## src/rtl/inst_issue_queue.sv

```systemverilog
// Host instruction FIFO with an in-order issue FSM. Each instruction is held until its
// target resource is idle. SYNC drains all resources before later instructions may issue.
module inst_issue_queue #(
   parameter  int DEPTH = 8,
   localparam int CNT_W = $clog2(DEPTH) + 1
) (
   input  logic             clk,
   input  logic             rst_n,
   input  logic [31:0]      h2f_io,
   input  logic             h2f_write,
   input  logic             clr_ovf,
   input  logic             mover_busy,
   input  logic             ldst_busy,
   input  logic             eu_busy,
   output logic [31:0]      issue_inst,
   output logic             issue_valid,
   output logic [CNT_W-1:0] q_count,
   output logic             q_full,
   output logic             ovf,
   output logic             isrunning
);

   localparam int PTR_W = $clog2(DEPTH);

   typedef enum logic [2:0] {
      OP_NOP   = 3'd0,
      OP_LOAD  = 3'd1,
      OP_STORE = 3'd2,
      OP_MOVE  = 3'd3,
      OP_FETCH = 3'd4,
      OP_EXEC  = 3'd5,
      OP_SYNC  = 3'd6,
      OP_RSV   = 3'd7
   } opcode_e;

   typedef enum logic [1:0] {
      S_IDLE  = 2'd0,
      S_ISSUE = 2'd1,
      S_GUARD = 2'd2,
      S_DRAIN = 2'd3
   } state_e;

   logic [31:0]      mem_q [DEPTH];
   logic [PTR_W-1:0] wr_ptr_q, rd_ptr_q;
   logic [CNT_W-1:0] count_q, count_d;
   logic             ovf_q, ovf_d;
   state_e           state_q, state_d;
   logic             issue_valid_q, issue_valid_d;
   logic [31:0]      issue_inst_q, issue_inst_d;

   logic [31:0] head;
   opcode_e     head_op;
   logic        empty, full, push, pop, res_busy, any_busy;

   assign head     = mem_q[rd_ptr_q];
   assign head_op  = opcode_e'(head[31:29]);
   assign empty    = (count_q == '0);
   assign full     = (count_q == CNT_W'(DEPTH));
   assign push     = h2f_write && !full;
   assign any_busy = mover_busy || ldst_busy || eu_busy;

   always_comb begin
      res_busy = 1'b0;
      case (head_op)
         OP_LOAD, OP_STORE: res_busy = ldst_busy;
         OP_MOVE:           res_busy = mover_busy;
         OP_FETCH, OP_EXEC: res_busy = eu_busy;
         default:           res_busy = 1'b0;
      endcase
   end

   // One decision per cycle; the head is only popped by IDLE (NOP/reserved/SYNC) or ISSUE.
   always_comb begin
      state_d       = state_q;
      pop           = 1'b0;
      issue_valid_d = 1'b0;
      issue_inst_d  = '0;
      case (state_q)
         S_IDLE: begin
            if (!empty) begin
               case (head_op)
                  OP_NOP, OP_RSV: pop = 1'b1;
                  OP_SYNC: begin
                     pop     = 1'b1;
                     state_d = S_DRAIN;
                  end
                  default: if (!res_busy) state_d = S_ISSUE;
               endcase
            end
         end
         S_ISSUE: begin
            issue_valid_d = 1'b1;
            issue_inst_d  = head;
            pop           = 1'b1;
            state_d       = S_GUARD;
         end
         S_GUARD: state_d = S_IDLE;
         S_DRAIN: if (!any_busy) state_d = S_IDLE;
         default: state_d = S_IDLE;
      endcase
   end

   always_comb begin
      count_d = count_q + CNT_W'(push) - CNT_W'(pop);
      ovf_d   = ovf_q;
      if (h2f_write && full) ovf_d = 1'b1;
      else if (clr_ovf)      ovf_d = 1'b0;
   end

   always_ff @(posedge clk) begin
      if (push) mem_q[wr_ptr_q] <= h2f_io;
   end

   always_ff @(posedge clk or negedge rst_n) begin
      if (!rst_n) begin
         wr_ptr_q      <= '0;
         rd_ptr_q      <= '0;
         count_q       <= '0;
         ovf_q         <= 1'b0;
         state_q       <= S_IDLE;
         issue_valid_q <= 1'b0;
         issue_inst_q  <= '0;
      end else begin
         if (push) wr_ptr_q <= wr_ptr_q + PTR_W'(1);
         if (pop)  rd_ptr_q <= rd_ptr_q + PTR_W'(1);
         count_q       <= count_d;
         ovf_q         <= ovf_d;
         state_q       <= state_d;
         issue_valid_q <= issue_valid_d;
         issue_inst_q  <= issue_inst_d;
      end
   end

   assign issue_inst  = issue_inst_q;
   assign issue_valid = issue_valid_q;
   assign q_count     = count_q;
   assign q_full      = full;
   assign ovf         = ovf_q;
   assign isrunning   = !empty || (state_q != S_IDLE) || any_busy;

endmodule

```

## config.mk

```make
export PLATFORM = sky130hd
export DESIGN_NAME = inst_issue_queue
export DESIGN_NICKNAME = d
export VERILOG_FILES = /design/src/rtl/inst_issue_queue.sv
export SDC_FILE = /design/constraint.sdc
export NUM_CORES = 1
export LEC_CHECK = 0
export CAP_MARGIN = 10
export CORE_AREA = 2 2 150 152
export DETAILED_ROUTE_END_ITERATION = 10
export DIE_AREA = 0 0 152 154
export GPL_TIMING_DRIVEN = 0
export PLACE_DENSITY = 0.86
export SLEW_MARGIN = 0
export SYNTH_ARGS = -nofsm -noshare
export SYNTH_HDL_FRONTEND = slang
export SYNTH_SLANG_ARGS = --single-unit
export TNS_END_PERCENT = 100
```

## constraint.sdc

```tcl
create_clock -name clk -period 3.8 [get_ports clk]
set_input_delay 0.57 -clock clk [delete_from_list [all_inputs] [get_ports clk]]
set_output_delay 0.57 -clock clk [all_outputs]
set_load 0.005 [all_outputs]
```

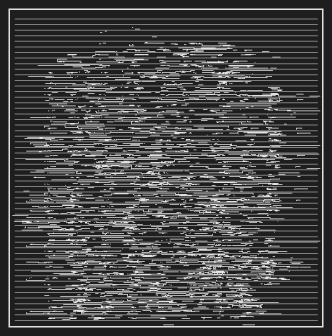
Fig. 1. The metal 1 layer (run 1).
Supply wires on this layer in grey.
share of all routed wire: 37%
nets with wire on the layer: 658
met1 usage: 0.259
WL final: 24.7 mm

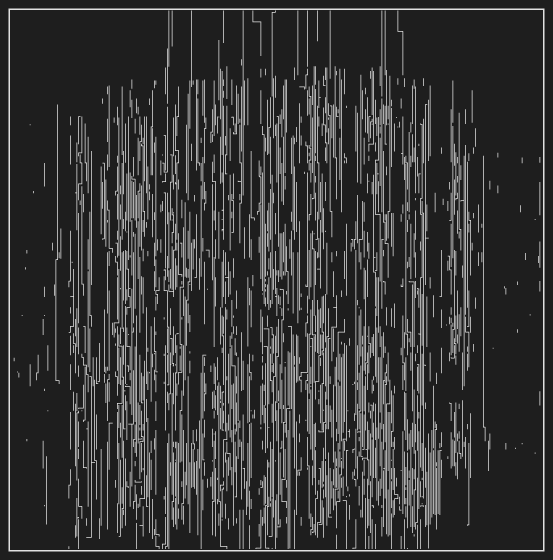
Fig. 2. Signal wires on met2 (run 1).
share of all routed wire: 53%
main direction: vertical
Vias: 5,602
M2 GR Usage: 0.385

==> run summary, run 1 <==
run results: Worst-path clk slew=0.07 ns, 1st-pass router iterations=4, remaining global-route overflow=0, vias in the first global route=slightly above 6,000, Clock Root Buffer=clkbuf_16, fp util=0.524, Tcrit/Tclk final=0.872, Die W=152 um, switching share of total power=0.301, static leakage=4.75 nW, Min Clock Period, post-route=~3.3 ns, most frequent logic cell in the layout=edfxtp_1, hpwl dp=14.9 mm, RD Place Congestion=around 0.72, NetSw=0.00320 W, status=finished clean, Final Hold Violating Endpoints=0, EDFF count, synth=256, remaining antenna violation count after routing=0, endpoints failing setup=0
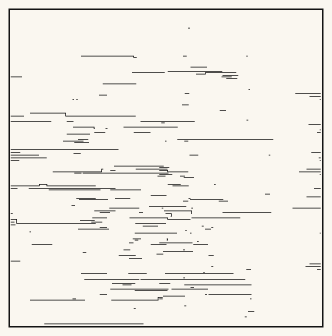
Fig. 3. Met3 routing (run 1).
nets with wire on the layer: 99
wire length on this layer: 1,690 um
GRT met3 Usage: 0.0454

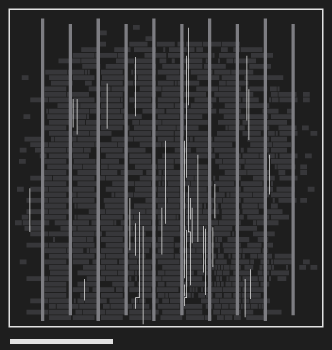
Fig. 4. Metal 4 (run 1).
The bar under the picture is 50 um long. Supply wires on this layer in grey. Cells faint in the background.
share of all routed wire: 3.4%
nets with wire on the layer: 21

[run 1: stage by stage]
stage	cells	setup slack (ns)	hold slack, ns
after CTS	953	0.492	0.0479
final	953	0.487	0.0338
after floorplan	531	0.845	0.274
after global placement	889	-0.902	0.501
after global routing	953	0.310	0.0682
after detailed placement	900	0.543	0.553
[run 1: critical path, cell delays in order, from the launching register on]
cell and delay, ns:
dfrtp_1 0.33, clkbuf_1 0.44, mux4_2 0.45, mux2i_4 0.29, or2_4 0.21, nand2_2 0.07
a21oi_4 0.21, inv_1 0.07, ha_1 0.28, inv_1 0.07, ha_1 0.16, inv_1 0.06
fa_1 0.40, xnor2_1 0.14
[run 1: per-layer routing]
layer | routed length, um | up-vias
met3 | 1690 | 67
met4 | 833 | 0
met5 | 0 | -
li1 | - | 2350
met2 | 13100 | 275
met1 | 9100 | 2910
[run 1: registers in the layout, summed over array words and instances, names as in the netlist]
register	count
issue_valid	1
issue_inst	32
mem_q	256
wr_ptr_q	3
rd_ptr_q	3
ovf	1
q_count	4
state_q	2
[run 1: power groups by stage]
stage	Sequential, W	Clock (W)	Combinational, W
2_1_floorplan	0.00447	0	0.00210
3_3_place_gp	0.00449	0	0.00304
3_5_place_dp	0.00452	0	0.00336
4_1_cts	0.00446	0.00280	0.00342
5_1_grt	0.00450	0.00294	0.00362
6_report	0.00446	0.00278	0.00340
[run 1: cells by family (layout without fill, tap and decap cells)]
group | after synthesis | in the layout | share of synthesized area
flip-flops | 302 | 302 | 0.777
multiplexers | 98 | 98 | 0.160
AND/OR/NAND/NOR | 70 | 70 | 0.0270
buffers and inverters | 35 | 177 | 0.0131
AND-OR/OR-AND | 11 | 11 | 0.00726
adder cells (fa/ha/maj) | 9 | 9 | 0.0106
XOR/XNOR | 6 | 6 | 0.00462
[run 1: synthesized netlist by cell type, types with 2 or more instances]
library cell,number
edfxtp_1,256
mux4_2,64
dfrtp_1,46
nor2_1,40
mux2i_1,30
inv_1,14
nand2_1,13
clkbuf_1,10
buf_2,8
ha_1,8
nor3_1,5
xnor2_1,4
a21oi_1,3
mux2i_4,3
nand2b_1,3
buf_1,2
nand3_1,2
nor3b_1,2
o211ai_1,2
xor2_1,2
[run 1: how the worst max path moves through the flow]
stage | endpoint | cells after the start | from
final | q_count[2] | 13 | rd_ptr_q[2]
after global routing | q_count[2] | 13 | rd_ptr_q[2]
after CTS | q_count[2] | 13 | rd_ptr_q[2]
after detailed placement | mem_q[0][1] | 6 | h2f_write
after global placement | mem_q[3][1] | 4 | h2f_write
after floorplan | mem_q[2][0] | 6 | q_count[2]
[run 1: area by class of cell]
type | instances | share of cell area
multi-input combinational | 194 | 0.179
sequential | 302 | 0.643
timing repair buffer | 89 | 0.0752
clock buffer | 37 | 0.0565
clock inverter | 16 | 0.00993
buffer | 21 | 0.00701
tap | 280 | 0.0255
inverter | 14 | 0.00383
Fig. 5: run 1, clock wiring as the flow saved it
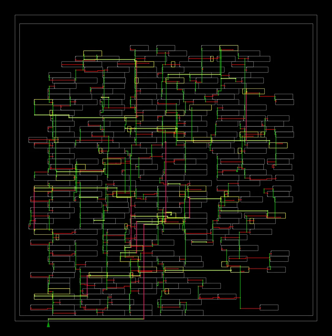

--- run 2 (diff from run 1) ---
--- a/config.mk
+++ b/config.mk
@@ -6,12 +6,12 @@
 export NUM_CORES = 1
 export LEC_CHECK = 0
 export CAP_MARGIN = 10
-export CORE_AREA = 2 2 150 152
+export CORE_AREA = 8 8 156 158
+export CTS_CLUSTER_SIZE = 10
 export DETAILED_ROUTE_END_ITERATION = 10
-export DIE_AREA = 0 0 152 154
+export DIE_AREA = 0 0 164 166
 export GPL_TIMING_DRIVEN = 0
 export PLACE_DENSITY = 0.86
-export SLEW_MARGIN = 0
 export SYNTH_ARGS = -nofsm -noshare
 export SYNTH_HDL_FRONTEND = slang
 export SYNTH_SLANG_ARGS = --single-unit
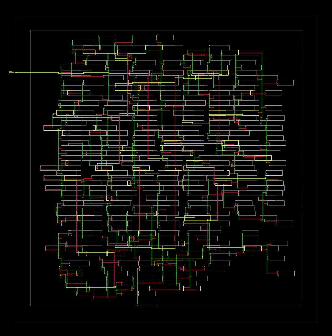
Fig. 6. Clock wiring as the flow saved it (run 2).
Max Clock Skew: 0.0126 ns
Sink Count: 302
flop count: 302
Num CTS Buffers: 36
P_clk: 0.00304 W

==> run summary, run 2 <==
run results: static leakage=4.78 nW (+0.69%), OpenROAD warnings=27, Die W=164 um (+7.9%), Top Layout Cells=256 x edfxtp_1, 77 x clkdlybuf4s50_1, 64 x mux4_2, status=finished clean, final worst slack=0.572 ns (+0.0850 ns), remaining global-route overflow=0 (unchanged), 1st-pass router iterations=4 (unchanged), Biggest register=mem_q, most frequent logic cell in the layout=edfxtp_1, yosys aoi share=0.00726 (unchanged), Top logic family=multiplexers, Clock Root Buffer=clkbuf_16, synth cell count leaders=256 x edfxtp_1, 64 x mux4_2, 46 x dfrtp_1, fp util=0.515 (-0.00953), Setup crit start kind=flop, Final Hold Violating Endpoints=0 (unchanged), Synth Area in Simple Gates=0.0270 (unchanged), Mux area share=0.160 (unchanged), DR WL met3=1.75 mm (+3.7%), metal2 WL=12.4 mm (-5.1%), endpoints failing setup=0 (unchanged), Min Clock Period, post-route=3.23 ns (-0.0850 ns), FA/HA/MAJ Cells, Area Fraction=0.0106 (unchanged), vias in the first global route=6,092 (-1.8%), initial DRC count=365, Worst-path clk slew=0.06 ns (about the same), Tcrit/Tclk final=0.849 (-0.0224), RD Place Congestion=0.747 (+3.7%), xor/xnor share=0.00462 (unchanged), CP max FO=9, most frequent cell after synthesis=edfxtp_1, M1 wire length=9.21 mm (+1.2%)
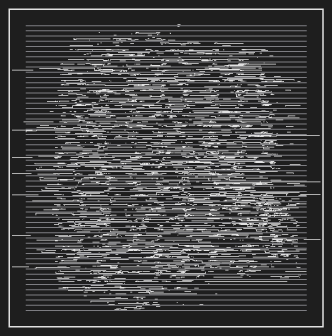
Fig. 7. The metal 1 layer (run 2).
Supply wires on this layer in grey.
wire length on this layer: 9,210 um
share of all routed wire: 38%
longest straight run: 45.5 um
nets with wire on the layer: 652
Vias: 5,556
met1 usage: 0.220
WL final: 24.1 mm

[run 2: worst max-delay path, stage by stage, from the launching register on]
cell and delay (ns):
dfrtp_1 0.33, clkbuf_1 0.43, mux4_2 0.42, mux2i_4 0.29
or2_4 0.21, nand2_2 0.07, a21oi_4 0.21, inv_1 0.07
ha_1 0.26, inv_1 0.05, ha_1 0.16, inv_1 0.07
fa_1 0.50, inv_1 0.05
[run 2: final timing paths]
check	slack [ns]	cells after the start	start	to
worst max-delay path	0.57	13	rd_ptr_q[2]	q_count[1]
worst min-delay path	0.51	2	rst_n	issue_inst[13]
worst max register to register	0.57	13	rd_ptr_q[2]	q_count[1]
worst min register to register	0.54	2	ovf	ovf
max in group asynchronous	2.77	3	rst_n	issue_inst[18]
min in group clk	0.54	2	ovf	ovf
[run 2: what timing repair did]
action                    CTS  global route
hold endpoints to repair   12             0
resized                     0             0
hold buffers                1             0
[run 2: logic make-up (layout without fill, tap and decap cells)]
logic type | Yosys count | in the layout
AND-OR/OR-AND | 11 | 11
XOR/XNOR | 6 | 6
adder cells (fa/ha/maj) | 9 | 9
buffers and inverters | 35 | 189
flip-flops | 302 | 302
multiplexers | 98 | 98
AND/OR/NAND/NOR | 70 | 70
[run 2: final cells by class]
type                            count  area (um2)  area share
Sequential cell                   302        8840       0.638
Timing Repair Buffer               90        1010      0.0732
Clock inverter                      1        8.76    0.000632
Inverter                           14        52.6     0.00379
Clock buffer                       63        1030      0.0746
Buffer                             21        96.3     0.00695
Multi-Input combinational cell    194        2450       0.177
Tap cell                          285         357      0.0257
[run 2: power by group]
part / leakage [nW] / internal, W / switching, W
clock network: 0.497 / 0.00183 / 0.00121
logic: 1.36 / 0.00161 / 0.00173
registers: 2.93 / 0.00423 / 0.000215
total: 4.78 / 0.00768 / 0.00316
[run 2: layer usage]
layer	up-vias	track usage
met5	-	0
met4	2	0.0684
met3	53	0.0436
met2	233	0.306
met1	2888	0.220
li1	2380	-
[run 2: stage by stage]
| stage | hold slack, ns | area (um2) | std cells | total power [W] |
|---|---|---|---|---|
| finish | 0.511 | 13900 | 970 | 0.0108 |
| global route | 0.562 | 13900 | 970 | 0.0113 |
| detailed placement | 0.517 | 12800 | 905 | 0.00785 |
| floorplan | 0.274 | 11400 | 531 | 0.00657 |
| CTS | 0.528 | 13900 | 970 | 0.0109 |
| global placement | 0.500 | 12500 | 894 | 0.00755 |
Power and IR drop assume default switching activity.
